Figure 1. Where the registers sit.
The bar under the picture is 50 um long.
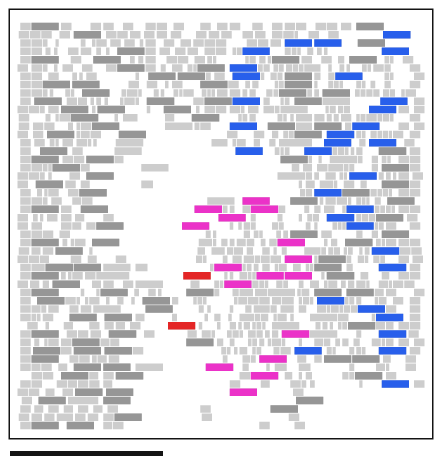
Figure 2. Placed cells, one color a class.
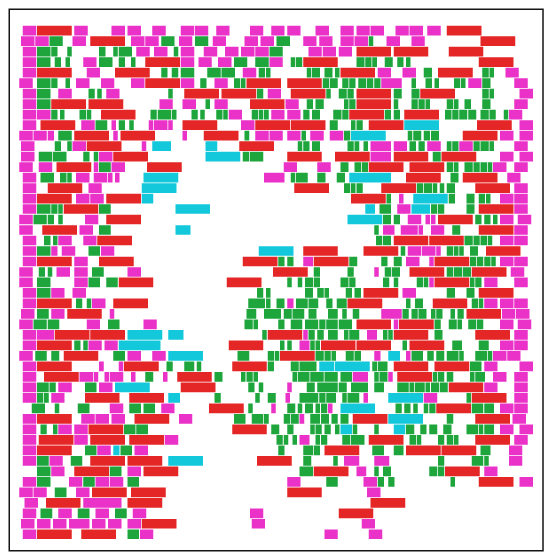
Figure 3. Signal wires by layer.
The bar under the picture is 50 um long.
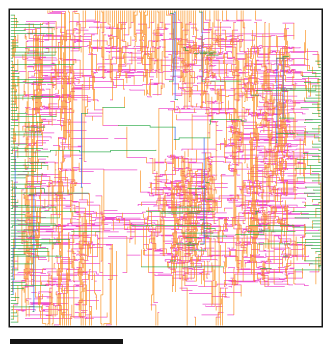
Figure 4. Wire density map.
The bar under the picture is 50 um long. 28 x 28 tiles, from dark blue (low) to red (high), scaled to the fullest tile. Values are wire area over tile area, all layers added.
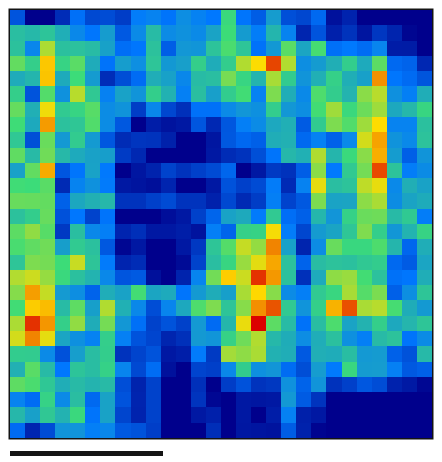
File: config.mk
export PLATFORM = sky130hd
export DESIGN_NAME = mem_arbiter
export DESIGN_NICKNAME = d
export VERILOG_FILES = /design/src/rtl/mem_arbiter.sv
export SDC_FILE = /design/constraint.sdc
export NUM_CORES = 1
export LEC_CHECK = 0
export CAP_MARGIN = 40
export CORE_AREA = 2 2 136 138
export DETAILED_ROUTE_END_ITERATION = 7
export DIE_AREA = 0 0 138 140
export GPL_TIMING_DRIVEN = 0
export PLACE_DENSITY = 0.79
export SLEW_MARGIN = 15
export SYNTH_ARGS = -nofsm -noshare
export SYNTH_HDL_FRONTEND = slang
export SYNTH_SLANG_ARGS = --single-unit
File: constraint.sdc
create_clock -name clk -period 4.8 [get_ports clk]
set_clock_uncertainty 0.2 [all_clocks]
set_input_delay 1.44 -clock clk [delete_from_list [all_inputs] [get_ports clk]]
set_output_delay 1.44 -clock clk [all_outputs]
set_load 0.05 [all_outputs]
File: src/rtl/mem_arbiter.sv
// Two-port (instruction fetch / data) arbiter onto one shared memory port, with transfer timeout.
// Define MEM_ARBITER_ROUND_ROBIN_EN for round-robin contention; otherwise the data port has fixed priority.
module mem_arbiter #(
  parameter  int unsigned TIMEOUT_CYC = 255,
  localparam int unsigned AW          = 32,
  localparam int unsigned DW          = 32
) (
  input  logic          clk,
  input  logic          rst_n,
  input  logic          if_req,
  input  logic [AW-1:0] if_addr,
  output logic [DW-1:0] if_rdata,
  output logic          if_ack,
  input  logic          d_req,
  input  logic          d_we,
  input  logic [AW-1:0] d_addr,
  input  logic [DW-1:0] d_wdata,
  output logic [DW-1:0] d_rdata,
  output logic          d_ack,
  output logic          mem_req,
  output logic          mem_we,
  output logic [AW-1:0] mem_addr,
  output logic [DW-1:0] mem_wdata,
  input  logic [DW-1:0] mem_rdata,
  input  logic          mem_ready,
  output logic          if_stall,
  output logic          d_stall,
  output logic          err
);

  localparam int unsigned CW = 16;
  localparam logic [DW-1:0] TIMEOUT_DATA = 32'hDEAD_BEEF;

  typedef enum logic [1:0] {
    IDLE = 2'd0,
    BUSY = 2'd1,
    RESP = 2'd2
  } state_t;

  state_t        state_q, state_d;
  logic          owner_q, owner_d;      // 1: data port owns the transfer
  logic [CW-1:0] cnt_q, cnt_d;
  logic          mem_req_q, mem_req_d;
  logic          mem_we_q, mem_we_d;
  logic [AW-1:0] mem_addr_q, mem_addr_d;
  logic [DW-1:0] mem_wdata_q, mem_wdata_d;
  logic [DW-1:0] if_rdata_q, if_rdata_d;
  logic [DW-1:0] d_rdata_q, d_rdata_d;
  logic          if_ack_q, if_ack_d;
  logic          d_ack_q, d_ack_d;
  logic          err_q, err_d;
  logic          grant_d_c;
  logic          timeout_c;
  logic          done_c;
  logic [DW-1:0] resp_data_c;

`ifdef MEM_ARBITER_ROUND_ROBIN_EN
  logic last_d_q, last_d_d;             // 1: data port was granted last

  assign grant_d_c = d_req & (~if_req | ~last_d_q);
`else
  assign grant_d_c = d_req;
`endif

  // Current BUSY cycle is the TIMEOUT_CYC-th one since entry.
  assign timeout_c = ({1'b0, cnt_q} + 17'd1) >= 17'(TIMEOUT_CYC);

  always_comb begin
    state_d     = state_q;
    owner_d     = owner_q;
    cnt_d       = cnt_q;
    mem_req_d   = mem_req_q;
    mem_we_d    = mem_we_q;
    mem_addr_d  = mem_addr_q;
    mem_wdata_d = mem_wdata_q;
    if_rdata_d  = if_rdata_q;
    d_rdata_d   = d_rdata_q;
    if_ack_d    = 1'b0;
    d_ack_d     = 1'b0;
    err_d       = 1'b0;
    done_c      = 1'b0;
    resp_data_c = mem_rdata;
`ifdef MEM_ARBITER_ROUND_ROBIN_EN
    last_d_d    = last_d_q;
`endif

    case (state_q)
      IDLE: begin
        if (if_req || d_req) begin
          owner_d     = grant_d_c;
          mem_req_d   = 1'b1;
          mem_we_d    = grant_d_c & d_we;
          mem_addr_d  = grant_d_c ? d_addr : if_addr;
          mem_wdata_d = grant_d_c ? d_wdata : '0;
          cnt_d       = '0;
          state_d     = BUSY;
`ifdef MEM_ARBITER_ROUND_ROBIN_EN
          last_d_d    = grant_d_c;
`endif
        end
      end
      BUSY: begin
        cnt_d = cnt_q + CW'(1);
        if (mem_ready) begin
          done_c = 1'b1;
        end else if (timeout_c) begin
          done_c      = 1'b1;
          err_d       = 1'b1;
          resp_data_c = TIMEOUT_DATA;
        end
        if (done_c) begin
          mem_req_d = 1'b0;
          mem_we_d  = 1'b0;
          state_d   = RESP;
          if (owner_q) begin
            d_ack_d = 1'b1;
            // Stores leave the load-data register untouched.
            if (!mem_we_q) d_rdata_d = resp_data_c;
          end else begin
            if_ack_d   = 1'b1;
            if_rdata_d = resp_data_c;
          end
        end
      end
      RESP:    state_d = IDLE;
      default: state_d = IDLE;
    endcase
  end

  always_ff @(posedge clk or negedge rst_n) begin
    if (!rst_n) begin
      state_q     <= IDLE;
      owner_q     <= 1'b0;
      cnt_q       <= '0;
      mem_req_q   <= 1'b0;
      mem_we_q    <= 1'b0;
      mem_addr_q  <= '0;
      mem_wdata_q <= '0;
      if_rdata_q  <= '0;
      d_rdata_q   <= '0;
      if_ack_q    <= 1'b0;
      d_ack_q     <= 1'b0;
      err_q       <= 1'b0;
`ifdef MEM_ARBITER_ROUND_ROBIN_EN
      last_d_q    <= 1'b0;
`endif
    end else begin
      state_q     <= state_d;
      owner_q     <= owner_d;
      cnt_q       <= cnt_d;
      mem_req_q   <= mem_req_d;
      mem_we_q    <= mem_we_d;
      mem_addr_q  <= mem_addr_d;
      mem_wdata_q <= mem_wdata_d;
      if_rdata_q  <= if_rdata_d;
      d_rdata_q   <= d_rdata_d;
      if_ack_q    <= if_ack_d;
      d_ack_q     <= d_ack_d;
      err_q       <= err_d;
`ifdef MEM_ARBITER_ROUND_ROBIN_EN
      last_d_q    <= last_d_d;
`endif
    end
  end

  assign mem_req   = mem_req_q;
  assign mem_we    = mem_we_q;
  assign mem_addr  = mem_addr_q;
  assign mem_wdata = mem_wdata_q;
  assign if_rdata  = if_rdata_q;
  assign d_rdata   = d_rdata_q;
  assign if_ack    = if_ack_q;
  assign d_ack     = d_ack_q;
  assign err       = err_q;
  assign if_stall  = if_req & ~if_ack_q;
  assign d_stall   = d_req & ~d_ack_q;

endmodule
==> run summary <==
Implementation progress

The flow ran to the end, and the final reports show no timing, DRC or antenna violations. The slack of the worst reg-to-reg path stands at between 2 and 2.5 ns. The transition at the pin with the smallest max-transition slack stands at 0.727 ns. Summed over all nets, the switching power comes to roughly 3.7 mW. Looking at area per cell type in the netlist, the leader is dfrtp_1. The stage-log warning count stands at 27. Setup repair after global routing left no endpoint under its margin. After layout, the design draws a total of about 7.6 mW.

The cell-mix breakdown from Yosys lists the compound-gate area share as a little over a fifth. The worst path meets setup with 0.0932 ns of slack. The leakage power figure stands at 4.58 nW.

The total clock buffers created by CTS stands at 17. The layout summary lists the proportion of cells stronger than drive strength 1 as ~7.9%. In this run the cell area of the synthesized design comes to around 0.007 mm2. Logged for this run, the post-placement worst setup slack is -0.501 ns. For reference, the clock transition at the flip-flops on the worst setup and hold paths is approximately 0.06 ns. The total buffers and inverters traversed by the critical path stands at 2. The proportion of total power due to net switching stands at 48.0%. The DRC violation count after routing stands at 0. TritonCTS built the clock tree. The proportion of synthesized flip-flops having asynchronous set or reset stands at 100%. Looking at the critical path, the single cell with the biggest stage delay is clkdlybuf4s50_1. The synthesis report lists the Yosys warning total as 0. The repair_antennas step left the layout with diodes totalling 0.

Signal nets in the final route climb as high as met4. Summed over its instances, the top area cell type makes up a little over half of the synthesized netlist area. For this floorplan the total number of well-tap instances is roughly 230.

Per report_power, the top consumer among the power groups is combinational cells. The largest net degree at the start of global routing stands at approximately 100. The area share of xor/xnor cells in the synthesized design stands at 0.502%.

Per report_power, the combinational group accounts for between 50% and 60% of the total. The number of DRC markers in iteration 0 stands at approximately 330. The amount of wire on met3 after detailed routing stands at between 1500 and 2000 um. The floorplan step set the die width to about 140 um. The synthesized flop and latch total stands at between 150 and 200. In the final routing, the length of wire on met1 measures approximately 8500 um.

The library cell used most frequently in the layout, excluding fill and tap cells, is clkdlybuf4s50_1. The number of nets in the synthesized netlist is around 830. The initial antenna violation count was 0. The logic depth of the worst setup path including buffers stands at 3. The data arrival time of the critical path stands at between 3 and 4 ns.

Per STA, the library cell used most along the worst path is clkdlybuf4s50_1. VDD sags by at most just over 500 uV. In this run the remaining antenna-violating nets after routing total 0. The worst path needs 4.71 ns of the cycle, external delays included. In this build the clock could be raised as far as roughly 0.21 GHz.

STA classifies the critical path startpoint as an input port. The number of global-route vias before repair was 6,419. The floorplan-stage core utilization stands at approximately two fifths. Clock network power for this build is between 1 and 1.5 mW. The count of input and output buffers stands at 267. The internal power stands at about 4 mW. In the layout the commonest cells are clkdlybuf4s50_1 (265), dfrtp_1 (152), o21ai_0 (88), inv_1 (68), a21oi_1 (56). The main area contributors are dfrtp_1 (54%), o21ai_0 (6.3%), mux2i_1 (4.7%), a21oi_1 (4.0%), a22o_1 (4.0%). Counting flops with a built-in enable in the synthesized netlist gives 0. The mux cell area share after synthesis stands at 4.73%. The worst endpoint required time stands at approximately 3.2 ns. The simple-gate share of the synthesized area stands at around a tenth. The number of nets in the layout stands at 1,115.

The first global-routing pass estimated 33,700 um of wire. Clock latency on the worst-skew pair, taken at its later pin, is 0.42 ns. The total overflow left after global routing is 0. For reference, the critical path cell chain is clkdlybuf4s50_1 > nor2b_1 > clkdlybuf4s50_1.

between 200 and 300 I/O pins were placed. The worst pin sits at a relative slew slack of between 50 and 60%. The routed wire length per instance stands at around 17 um.

The number of clock buffers in the layout stands at 19. The buffer levels on the longest clock path stands at 2. The worst hold path belongs to the class flop to flop. STA classifies the critical path endpoint as an output pin. The routed design shows a via density per instance of roughly 5.3. The number of cells on the worst hold path stands at 2.

The clock net in this run drives a total of about 150 sinks. The non-clock buffering overhead in the final layout stands at 28.5%. The report counts max-capacitance violations totalling 0.

The weighted congestion reported at the end of routability-driven placement stands at roughly 0.9. The cell family contributing the most delay on the critical path is buffers and inverters. The cell sitting at the root of the clock tree is a clkbuf_16. The layout-stage area growth over the synthesis result stands at 51.7%. The layout report lists the multi-input gate area as between 0.002 and 0.003 mm2.

The share of the clock period used by the worst path after layout stands at 98.1%. In this run the number of H-tree levels came out at 4. In this run the worst path has a maximum fanout of 4. Per the OpenROAD floorplan log, the height of the die is roughly 140 um. The routed design uses ~11,000 um of met2 wire.

The sequential standard cell area stands at 0.00380 mm2. The final-report hold violation count stands at 0. The total negative slack stands at 0 ns. In the final layout, excluding clock inverters the inverter count is roughly 70.

The post-synthesis cell type count stands at around 57. The wire length reported by the detailed router stands at 21,400 um. Per report_power, the Sequential row totals roughly 2.1 mW.
Back to the opening pictures, Figure 1:
Key: magenta = cnt_q [flops 16]; blue = if_rdata [flops 32]; red = state_q [flops 2]
Another 102 sequential cells are not colored.

Back to the opening pictures, Figure 2:
Key: red = flops [cells 152, share of their area 37%]; magenta = other buffers and delay cells [cells 321, share of their area 29%]; cyan = clock drivers and dummy loads [cells 32, share of their area 5.9%]; green = combinational and other logic [cells 487, share of their area 28%]
fraction of area in registers: 35.9%
final standard cell area without fillers: 0.0106 mm2
final core utilization: 59.6%
total number of placement rows: 49
placeable core area: 0.0178 mm2

Back to the opening pictures, Figure 3:
Key: orange = metal 2 [wire length 10,700 um]; magenta = metal 1 [wire length 8,530 um]; green = metal 3 [wire length 1,800 um]; blue = metal 4 [wire length 365 um]
GRT Total Usage: 21.8%
Via Count: 6,411

Back to the opening pictures, Figure 4:
The densest ninth of the die: right middle. The fullest tile reaches 0.57. 18% of the tiles are over half the peak. The mean over all tiles is 0.18. 8.8% of the tiles are nearly empty.

what timing repair did:
item / in CTS / in global routing
hold buffers: 0 / 0
endpoints found under the setup margin: 1 / 1
gates resized: 2 / 1
cells in the mapped netlist (all sizes together), types with 2 or more instances:
library cell / n
a21oi: 59
a22o: 32
a22oi: 8
a311o: 2
a311oi: 2
a31o: 2
a31oi: 5
and3: 14
buf: 18
clkbuf: 33
dfrtp: 152
ha: 2
inv: 68
mux2i: 33
nand2: 50
nand2b: 2
nand3: 5
nand3b: 2
nand4: 7
nor2: 16
nor2b: 3
nor3: 3
nor4: 2
o21ai: 98
o22ai: 27
o31a: 2
o31ai: 2
or2: 2
or3: 26
xnor2: 3
through the flow:
stage / util (%) / cells / area [um2]
2_1_floorplan: - / 692 / 6980
3_3_place_gp: 55.9 / 1188 / 9940
3_5_place_dp: 56.1 / 1189 / 9970
4_1_cts: 59.5 / 1221 / 10600
5_1_grt: 59.6 / 1221 / 10600
6_report: 59.6 / 1221 / 10600
per-layer routing:
layer | global-route usage [%] | vias to the layer above
li1 | - | 3016
met1 | 26.3 | 3093
met2 | 37.5 | 280
met3 | 6.77 | 22
met4 | 7.14 | 0
met5 | 0 | -
kinds of logic after synthesis:
group                      after synthesis
muxes                                   33
DFF                                    152
xor gates and xnor gates                 4
and+or+nand+nor                        136
buffers and inverters                  121
AOI/OAI and AO/OA                      244
adders and majority gates                2
worst min-delay path, stage by stage, from the launching register on:
cell and delay [ns]:
dfrtp_1 0.34, nand2_1 0.04, o21ai_0 0.06
worst paths after layout:
kind / start / to
worst max register to register: cnt_q[0] / mem_req
min in group asynchronous: rst_n / mem_wdata[16]
worst min-delay path: mem_addr[29] / mem_addr[29]
worst min register to register: mem_addr[29] / mem_addr[29]
worst max-delay path: if_req / if_stall
max in group asynchronous: rst_n / cnt_q[0]
No activity file was given, so power comes from the tool's default toggle rates.
